==> config.mk <==
export PLATFORM = sky130hd
export DESIGN_NAME = rom_seq_counter_flat
export DESIGN_NICKNAME = d
export VERILOG_FILES = /design/src/rtl/rom_seq_counter_if.sv /design/src/rtl/rom_seq_counter.sv /design/src/flat_wrapper.sv
export SDC_FILE = /design/constraint.sdc
export NUM_CORES = 1
export LEC_CHECK = 0
export CORE_ASPECT_RATIO = 0.6
export CORE_MARGIN = 2
export CORE_UTILIZATION = 35
export CTS_CLUSTER_DIAMETER = 100
export DETAILED_ROUTE_END_ITERATION = 8
export PLACE_DENSITY = 0.57
export SKIP_CTS_REPAIR_TIMING = 1
export SLEW_MARGIN = 20
export SYNTH_ARGS = -nofsm -noshare
export SYNTH_HDL_FRONTEND = slang
export SYNTH_SLANG_ARGS = --single-unit
==> constraint.sdc <==
create_clock -name clk -period 4.8 [get_ports clk]
set_clock_uncertainty 0.15 [all_clocks]
set_input_delay 0.96 -clock clk [delete_from_list [all_inputs] [get_ports clk]]
set_output_delay 0.96 -clock clk [all_outputs]
set_load 0.01 [all_outputs]
==> src/rtl/rom_seq_counter_if.sv <==
// Handshake-free control/status bundle for the table-driven sequence counter.
// The master drives step/load/table-write controls; the slave returns state and flags.
interface rom_seq_counter_if #(
    parameter int WIDTH = 3,
    parameter int CNT_W = 8
);
    logic             en;
    logic             load;
    logic [WIDTH-1:0] load_val;
    logic             oneshot;
    logic [WIDTH-1:0] term_state;
    logic             wr_en;
    logic [WIDTH-1:0] wr_addr;
    logic [WIDTH-1:0] wr_data;
    logic [WIDTH-1:0] state;
    logic             tc;
    logic             done;
    logic [CNT_W-1:0] wrap_cnt;

    modport master (
        output en, load, load_val, oneshot, term_state, wr_en, wr_addr, wr_data,
        input  state, tc, done, wrap_cnt
    );

    modport slave (
        input  en, load, load_val, oneshot, term_state, wr_en, wr_addr, wr_data,
        output state, tc, done, wrap_cnt
    );
endinterface

==> src/rtl/rom_seq_counter.sv <==
// Programmable step sequencer: next state = table[state], runtime-writable table.
// Latency: one cycle from en/load to new state; tc/done registered alongside it.
// No backpressure: en is a plain step strobe, HALT simply ignores it.
module rom_seq_counter #(
    parameter int               WIDTH       = 3,
    parameter logic [WIDTH-1:0] RESET_STATE = '0,
    parameter int               CNT_W       = 8
) (
    input  logic              clk,
    input  logic              rst_n,
    rom_seq_counter_if.slave  bus
);
    localparam int DEPTH = 2 ** WIDTH;

    typedef enum logic {
        RUN  = 1'b0,
        HALT = 1'b1
    } fsm_t;

    fsm_t             fsm_q, fsm_d;
    logic [WIDTH-1:0] state_q, state_d;
    logic             tc_q, tc_d;
    logic             done_q, done_d;
    logic [CNT_W-1:0] wrap_cnt_q, wrap_cnt_d;
    logic [WIDTH-1:0] table_q [DEPTH];
    logic [WIDTH-1:0] table_d [DEPTH];
    logic [WIDTH-1:0] step_val;

    // Table lookup always sees the pre-write contents, giving read-before-write.
    assign step_val = table_q[state_q];

    always_comb begin
        fsm_d      = fsm_q;
        state_d    = state_q;
        tc_d       = 1'b0;
        done_d     = done_q;
        wrap_cnt_d = wrap_cnt_q;

        unique case (fsm_q)
            RUN: begin
                if (bus.load) begin
                    state_d = bus.load_val;
                end else if (bus.en) begin
                    state_d = step_val;
                    if (step_val == bus.term_state) begin
                        tc_d = 1'b1;
                        if (wrap_cnt_q != {CNT_W{1'b1}}) begin
                            wrap_cnt_d = wrap_cnt_q + CNT_W'(1);
                        end
                        if (bus.oneshot) begin
                            fsm_d  = HALT;
                            done_d = 1'b1;
                        end
                    end
                end
            end
            HALT: begin
                if (bus.load) begin
                    state_d = bus.load_val;
                    fsm_d   = RUN;
                    done_d  = 1'b0;
                end else if (!bus.oneshot) begin
                    fsm_d  = RUN;
                    done_d = 1'b0;
                end
            end
            default: begin
                fsm_d = RUN;
            end
        endcase
    end

    always_comb begin
        table_d = table_q;
        if (bus.wr_en) begin
            table_d[bus.wr_addr] = bus.wr_data;
        end
    end

    always_ff @(posedge clk or negedge rst_n) begin
        if (!rst_n) begin
            fsm_q      <= RUN;
            state_q    <= RESET_STATE;
            tc_q       <= 1'b0;
            done_q     <= 1'b0;
            wrap_cnt_q <= '0;
            for (int i = 0; i < DEPTH; i++) begin
                table_q[i] <= WIDTH'((i + 1) % DEPTH);
            end
        end else begin
            fsm_q      <= fsm_d;
            state_q    <= state_d;
            tc_q       <= tc_d;
            done_q     <= done_d;
            wrap_cnt_q <= wrap_cnt_d;
            table_q    <= table_d;
        end
    end

    assign bus.state    = state_q;
    assign bus.tc       = tc_q;
    assign bus.done     = done_q;
    assign bus.wrap_cnt = wrap_cnt_q;
endmodule
==> src/flat_wrapper.sv <==
// flat-port wrapper written by rule: the top's interface ports become plain ports
module rom_seq_counter_flat 
#(
    parameter int               WIDTH       = 3,
    parameter logic [WIDTH-1:0] RESET_STATE = '0,
    parameter int               CNT_W       = 8
)
  (clk, rst_n, bus_en, bus_load, bus_load_val, bus_oneshot, bus_term_state, bus_wr_en, bus_wr_addr, bus_wr_data, bus_state, bus_tc, bus_done, bus_wrap_cnt);
  rom_seq_counter_if #(.WIDTH(WIDTH), .CNT_W(CNT_W)) bus_i ();
  input  logic clk;
  input  logic rst_n;
  input wire logic [$bits(bus_i.en)-1:0] bus_en;
  input wire logic [$bits(bus_i.load)-1:0] bus_load;
  input wire logic [$bits(bus_i.load_val)-1:0] bus_load_val;
  input wire logic [$bits(bus_i.oneshot)-1:0] bus_oneshot;
  input wire logic [$bits(bus_i.term_state)-1:0] bus_term_state;
  input wire logic [$bits(bus_i.wr_en)-1:0] bus_wr_en;
  input wire logic [$bits(bus_i.wr_addr)-1:0] bus_wr_addr;
  input wire logic [$bits(bus_i.wr_data)-1:0] bus_wr_data;
  output wire logic [$bits(bus_i.state)-1:0] bus_state;
  output wire logic [$bits(bus_i.tc)-1:0] bus_tc;
  output wire logic [$bits(bus_i.done)-1:0] bus_done;
  output wire logic [$bits(bus_i.wrap_cnt)-1:0] bus_wrap_cnt;
  assign bus_i.en = bus_en;
  assign bus_i.load = bus_load;
  assign bus_i.load_val = bus_load_val;
  assign bus_i.oneshot = bus_oneshot;
  assign bus_i.term_state = bus_term_state;
  assign bus_i.wr_en = bus_wr_en;
  assign bus_i.wr_addr = bus_wr_addr;
  assign bus_i.wr_data = bus_wr_data;
  assign bus_state = bus_i.state;
  assign bus_tc = bus_i.tc;
  assign bus_done = bus_i.done;
  assign bus_wrap_cnt = bus_i.wrap_cnt;
  rom_seq_counter #(.WIDTH(WIDTH), .RESET_STATE(RESET_STATE), .CNT_W(CNT_W)) u_core (.clk(clk), .rst_n(rst_n), .bus(bus_i));
endmodule
Run 1, routed metal, one colour a layer:
(4 px per um) Only two layers are drawn.
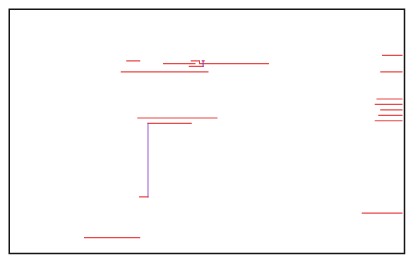
metal 4: in purple, wire length 19.7 um. metal 3: in red, wire length 153 um.
wirelength, routed: 3910 um
Avg WL per Cell: 15.9 um
via total after detailed routing: 1,277
all-layer global routing usage: 0.139

Run 1, pin placement:
(4 px per um) Pins as bars across the die edge, other pins in grey.
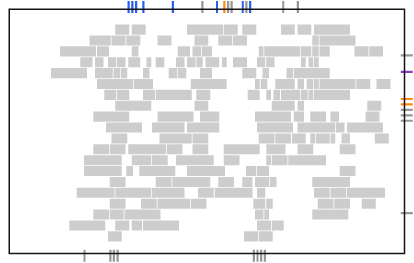
`bus_done`: in purple, pins 1, direction output, edge right. `bus_load_val`: in orange, pins 3, direction input, edge 2 right, 1 top. `bus_wrap_cnt`: in blue, pins 8, direction output, edge top.
All pins by edge: 15 top, 8 right, 8 bottom.
height of the chip: 60.7 um
count of buffers inserted at the top-level ports: 30
Die Width: 98.4 um

Run 1, clock distribution:
(6 px per um)
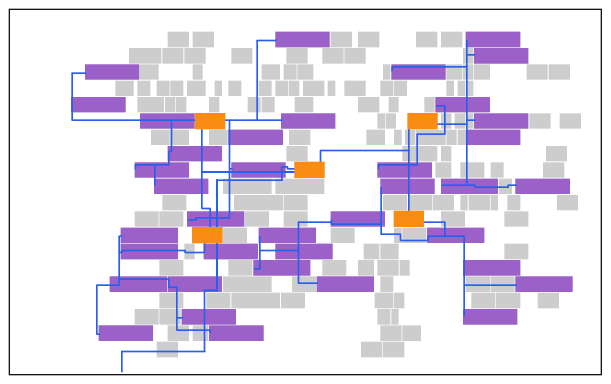
flip-flops: in purple, count 38. clock wires: in blue, length 486 um. clock drivers: in orange, count 5.
There are 6 routed clock nets.
power dissipated in the clock network: 0.223 mW
Insertion Delay late pin: 0.28 ns
share of total power in the clock network: 0.240

Run 1, selected gate families:
(4 px per um)
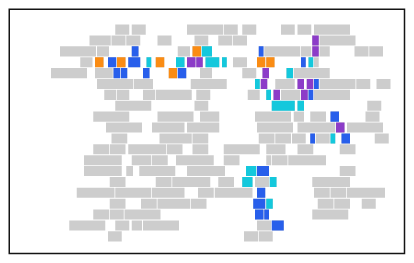
NAND gates: in blue, cells 20, most used nand2_1. AND and OR gates: in orange, cells 7, most used and3_1. NOR gates: in cyan, cells 16, most used nor2_1. inverting AOI/OAI gates: in purple, cells 11, most used a21oi_1.
most common library cell in the layout ignoring fill and taps: sky130_fd_sc_hd__clkdlybuf4s50_1
tally of non-filler cells in the final layout: 246
logic share of the area: 0.378

==> job_summary.md, run 1 <==
### Yosys + OpenROAD results

| Metric | Value |
|---|---|
| Area of the core | 5100 um2 |
| CP Class | flop to primary output |
| Post-synthesis instance area | 1870 um2 |
| Met2 demand-to-capacity share in global routing | 0.206 |
| Worst hold-check path type | flop to flop |
| Area of the multi-input gates | 881 um2 |
| Crit path buffers/inverters | 1 |
| Worst slew margin | 0.555 |
| Largest net degree at the start of global routing | 39 |
| Clock-pin slew of the registers on the worst-case setup and hold paths | 0.07 ns |
| Cell with the most instances after synthesis | sky130_fd_sc_hd__dfrtp_1 |
| First-pass detailed-route iteration total | 5 |
| Commonest non-fill, non-tap cells in the layout | sky130_fd_sc_hd__clkdlybuf4s50_1, sky130_fd_sc_hd__dfrtp_1, sky130_fd_sc_hd__mux2_2, sky130_fd_sc_hd__dfstp_2, sky130_fd_sc_hd__xnor2_1 |
| TritonCTS clock tree | done |
| H-tree level count | 2 |
| Switching component of the power | 0.264 mW |
| HPWL after DPL | 2930 um |
| Inserted Clock Buffers | 5 |
| Highest metal used | met4 |
| Global-route wire length before repair | 6290 um |
| Hold endpoint | u_core.table_q[17]$_DFFE_PN0P_ |
| Count of clock tree sinks | 38 |
| Placed Cells incl. Taps | 238 |
| Worst R2R Setup Slack | 2.11 ns |
| Count of standard-cell rows | 20 |
| Final GP Congestion | 0.790 |
| Most used standard cells in the synthesized netlist | sky130_fd_sc_hd__dfrtp_1, sky130_fd_sc_hd__mux2_2, sky130_fd_sc_hd__dfstp_2 |
| Post-placement cell area | 2240 um2 |
| Category of cells accounting for the largest share of critical-path delay | flip-flops |
| Maximum achievable frequency | 0.369 GHz |
| CP endpoint | bus_state[0] |
| Violation count after the first detailed-route iteration | 70 |
| Drc violations | 0 |
| Final instance area | 2330 um2 |
| ANT cells | 0 |
| Unrepaired setup endpoints after global routing | false |
| Count of pins over their slew limit | 0 |
| Power drawn by the combinational cells | 0.254 mW |
| Syn Nets | 164 |
| Static leakage power | 0.929 nW |
| Number of enable flip-flop cells | 0 |
| # Max-Cap Violations | 0 |
| Count of cell instances traversed by the critical path | 1 |
| M1 wire length | 2010 um |
| Proportion of layout cells with a drive suffix above 1 | 0.306 |
| Antenna viol nets, final | 0 |
| Cell count in the Yosys report | 145 |
| Register with the most flip-flops | u_core.table_q |
| Max FFs per register | 24 |
| Switching share of power | 0.285 |
| Number of global-route vias before repair | 1,224 |
| Run status | finished, final reports clean |
| Die area | 5970 um2 |
| Fin crit period | 2.71 ns |
| Biggest area cells | sky130_fd_sc_hd__dfrtp_1, sky130_fd_sc_hd__dfstp_2, sky130_fd_sc_hd__mux2_2, sky130_fd_sc_hd__mux4_2, sky130_fd_sc_hd__xnor2_1 |
| Most congested layer reported by global routing | met2 |
| Proportion of synthesized flip-flops having asynchronous set or reset | 1.00 |
| Largest area contributor in the synthesized netlist | sky130_fd_sc_hd__dfrtp_1 |
| Fraction of the cycle the final worst path needs | 0.564 |
| Post-synthesis cell count | 145 |
| Most instantiated flip-flop cell in the synthesis netlist | sky130_fd_sc_hd__dfrtp_1 |
| Kind of launch point of the worst setup path | flop |
| Fill cell count | 475 |
| Number of logged tool warnings | 26 |
| Root cell of the clock tree | sky130_fd_sc_hd__clkbuf_8 |
| Met1 routing resource usage after global routing | 0.201 |
## run 1: cells by family after synthesis
| kind of cell | after synthesis | share of synthesized area |
|---|---|---|
| DFF | 38 | 0.516 |
| muxes | 35 | 0.241 |
| adders and majority gates | 1 | 0.00668 |
| xor gates and xnor gates | 8 | 0.0374 |
| and+or+nand+nor | 43 | 0.137 |
| AOI/OAI and AO/OA | 15 | 0.0481 |
| buffers and inverters | 5 | 0.0140 |
## run 1: final cells by class
class / count / area share
clock buffers: 7 / 0.0370
inverters: 1 / 0.00161
repair buffers: 31 / 0.132
clock inverters: 1 / 0.00215
multi-input cells: 102 / 0.378
well taps: 66 / 0.0354
flip-flops and latches: 38 / 0.414
==> run 2: changes to the inputs <==
PLACE_DENSITY = 0.59   (was 0.57)
clock period = 2.3 ns   (was 4.8 ns; I/O delays follow)
Run 2, selected gate families:
(4 px per um)
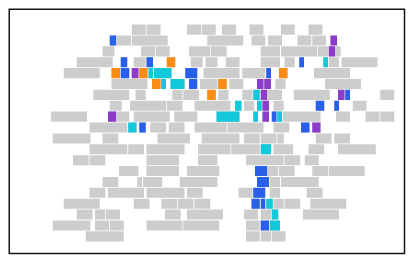
AND and OR gates: in orange, cells 7, most used and3_1, where top centre. inverting AOI/OAI gates: in purple, cells 11, most used a21oi_1. NAND gates: in blue, cells 20, most used nand2_1. NOR gates: in cyan, cells 16, most used nor2_1.
logic share of the area: 0.364
tally of non-filler cells in the final layout: 262

==> run 2 against run 1 <==
  * Sequential cell count stayed put
  * Utilization is 3.4 points higher
  * Critical path type is now flop to flop
  * Die area stayed put
  * Non-clock buffer count is 16 higher
==> job_summary.md, run 2 <==
### Yosys + OpenROAD results

| Metric | Value |
|---|---|
| Run status | finished, final reports clean |
| Largest area contributor in the synthesized netlist | sky130_fd_sc_hd__dfrtp_1 |
| Global-route wire length before repair | 7010 um |
| Fill cell count | 471 |
| Met1 routing resource usage after global routing | 0.217 |
| MI comb cells | 102 |
| Die area | 5970 um2 |
| # Max-Cap Violations | 0 |
| Share of synthesized cell area in and, or, nand and nor gates | 0.137 |
| Placed Cells incl. Taps | 252 |
| All-layer global routing usage | 0.156 |
| Power drawn by the combinational cells | 0.653 mW |
| Largest non-sequential cell family by area | multiplexers |
| Number of enable flip-flop cells | 0 |
| Area of the core | 5100 um2 |
| CP endpoint | u_core.bus.wrap_cnt[7]$_DFFE_PN0P_ |
| Drc violations | 0 |
| Power dissipated in the clock network | 0.475 mW |
| Worst hold-check path type | flop to flop |
| First-pass detailed-route iteration total | 4 |
| Non-clk invs | 1 |
| N_taps | 66 |
| Via total after detailed routing | 1,330 |
| Cell with the most instances after synthesis | sky130_fd_sc_hd__dfrtp_1 |
| Highest metal used | met4 |
| Data buffer area share | 0.179 |
| Post-synth mux share | 0.241 |
| Largest net degree at the start of global routing | 39 |
| Unrepaired setup endpoints after global routing | true |
| Number of global-route vias before repair | 1,412 |
| Maximum achievable frequency | 0.439 GHz |
| Proportion of synthesized flip-flops having asynchronous set or reset | 1.00 |
| Most instantiated flip-flop cell in the synthesis netlist | sky130_fd_sc_hd__dfrtp_1 |
| Wirelength, routed | 4200 um |
| Most common library cell in the layout ignoring fill and taps | sky130_fd_sc_hd__clkdlybuf4s50_1 |
| Category of cells accounting for the largest share of critical-path delay | multiplexers |
| M1 wire length | 2010 um |
| Clock-pin slew of the registers on the worst-case setup and hold paths | 0.08 ns |
| Count of cell instances traversed by the critical path | 7 |
| Insertion Delay late pin | 0.29 ns |
| Count of standard-cell rows | 20 |
| Met2 demand-to-capacity share in global routing | 0.240 |
| Complex Gates by Area | 0.0481 |
| Final instance area | 2510 um2 |
| Switching share of power | 0.286 |
| Die Width | 98.4 um |
| Xor+xnor area frac | 0.0374 |
| Relative area of clock buffers and inverters in the final design | 0.0364 |
| Proportion of layout cells with a drive suffix above 1 | 0.388 |
| Count of buffers inserted at the top-level ports | 30 |
| H-tree level count | 2 |
| Height of the chip | 60.7 um |
==> run 2: worst min path at each step <==
stage                                         startpoint                             end  slack (ns)  cells past startpoint
after floorplan                                    rst_n     u_core.bus.done$_DFFE_PN0P_        0.01                      0
after global placement     u_core.table_q[1]$_DFFE_PN0P_   u_core.table_q[1]$_DFFE_PN0P_        0.34                      1
after detailed placement  u_core.table_q[13]$_DFFE_PN0P_  u_core.table_q[13]$_DFFE_PN0P_        0.35                      1
after CTS                  u_core.table_q[2]$_DFFE_PN0P_   u_core.table_q[2]$_DFFE_PN0P_        0.36                      1
after global routing       u_core.table_q[2]$_DFFE_PN0P_   u_core.table_q[2]$_DFFE_PN0P_        0.38                      1
final                      u_core.table_q[1]$_DFFE_PN0P_   u_core.table_q[1]$_DFFE_PN0P_        0.36                      1
==> run 3: changes to the inputs <==
CORE_MARGIN = default   (was 2)
Run 3, clock distribution:
(6 px per um)
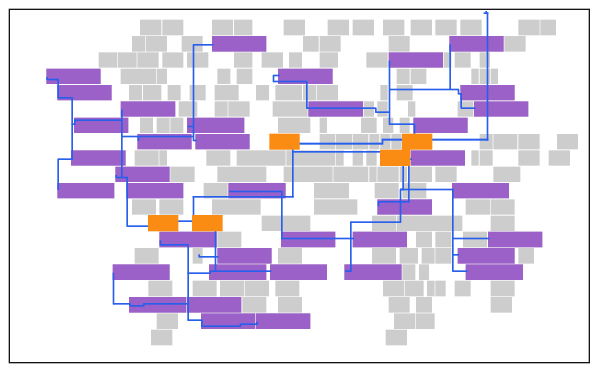
clock drivers: in orange, count 5. flip-flops: in purple, count 38. clock wires: in blue, length 467 um.
There are 6 routed clock nets.
power dissipated in the clock network: 0.551 mW
share of total power in the clock network: 0.258

==> run 3 against run 2 <==
  * The run now ends with setup timing left
  * Synthesized cell count unchanged
  * Utilization up 0.42 points
  * Clock power grew 16%
  * Critical path depth is the same
  * Critical endpoint unchanged
==> job_summary.md, run 3 <==
### Yosys + OpenROAD results

| Metric | Value |
|---|---|
| Most instantiated flip-flop cell in the synthesis netlist | sky130_fd_sc_hd__dfrtp_1 |
| Via total after detailed routing | 1,310 |
| Worst slew margin | 0.673 |
| Maximum achievable frequency | 0.430 GHz |
| Category of cells accounting for the largest share of critical-path delay | multiplexers |
| # Max-Cap Violations | 0 |
| Post-placement cell area | 2340 um2 |
| Commonest non-fill, non-tap cells in the layout | sky130_fd_sc_hd__clkdlybuf4s50_1, sky130_fd_sc_hd__mux2_2, sky130_fd_sc_hd__dfrtp_1, sky130_fd_sc_hd__buf_4, sky130_fd_sc_hd__dfstp_2 |
| Number of global-route vias before repair | 1,353 |
| Kind of launch point of the worst setup path | flop |
| Worst hold-check path type | flop to flop |
| Violations in the final reports | setup timing |
| Insertion Delay late pin | 0.28 ns |
| Cell depth of the worst min-delay path | 1 |
| Area of the core | 5100 um2 |
| Height of the chip | 58.7 um |
| Die Width | 96.4 um |
| Placed Cells incl. Taps | 250 |
| First-pass detailed-route iteration total | 6 |
| Crit path buffers/inverters | 1 |
| Count of endpoints failing setup in the final report | 3 |
| Antenna viol nets, final | 0 |
| CP Class | flop to flop |
| Final instance area | 2530 um2 |
| Hold endpoint | u_core.table_q[20]$_DFFE_PN0P_ |
| Avg WL per Cell | 16.5 um |
| All-layer global routing usage | 0.168 |
| ANT cells | 0 |
| Count of cell instances traversed by the critical path | 7 |
| H-tree level count | 2 |
| Count of standard-cell rows | 20 |
| Die area | 5660 um2 |
| Most used standard cells in the synthesized netlist | sky130_fd_sc_hd__dfrtp_1, sky130_fd_sc_hd__mux2_2, sky130_fd_sc_hd__dfstp_2 |
| Drc violations | 0 |
| Unrepaired setup endpoints after global routing | true |
| Root cell of the clock tree | sky130_fd_sc_hd__clkbuf_8 |
| HPWL after DPL | 3170 um |
| Inserted Clock Buffers | 5 |
| Tally of non-filler cells in the final layout | 259 |
| TritonCTS clock tree | done |
| Switching share of power | 0.281 |
| Count of pins over their slew limit | 0 |
| Wirelength, routed | 4260 um |
| Biggest area cells | sky130_fd_sc_hd__dfrtp_1, sky130_fd_sc_hd__dfstp_2, sky130_fd_sc_hd__mux2_2, sky130_fd_sc_hd__mux4_2, sky130_fd_sc_hd__xnor2_1 |
| Post-synthesis cell count | 145 |
| Met1 routing resource usage after global routing | 0.258 |
| M1 wire length | 2240 um |
| Global-route wire length before repair | 6850 um |
| Violation count after the first detailed-route iteration | 45 |
| Run status | finished, violations left |
| Register with the most flip-flops | u_core.table_q |
| Fraction of the cycle the final worst path needs | 1.01 |
| Power drawn by the combinational cells | 0.652 mW |
| Least setup slack across all paths after layout | -0.0273 ns |
| Final GP Congestion | 0.781 |
run 3: cell counts after synthesis:
Identical to the previous run, type by type.
run 3: logic make-up (layout without fill, tap and decap cells):
| logic type | after synthesis | count (layout) | share of synthesized area |
|---|---|---|---|
| and+or+nand+nor | 43 | 43 | 0.137 |
| DFF | 38 | 38 | 0.516 |
| muxes | 35 | 35 | 0.241 |
| AOI/OAI and AO/OA | 15 | 15 | 0.0481 |
| xor gates and xnor gates | 8 | 8 | 0.0374 |
| buffers and inverters | 5 | 53 | 0.0140 |
| adders and majority gates | 1 | 1 | 0.00668 |
run 3: area by class of cell:
type,count,area [um2],share of cell area
sequential,38,967,0.383
multi-input combinational,102,943,0.373
clock inverter,3,40.0,0.0158
clock buffer,5,68.8,0.0272
tap,66,82.6,0.0327
inverter,1,3.75,0.00149
timing repair buffer,44,422,0.167
No activity file was given, so power comes from the tool's default toggle rates.
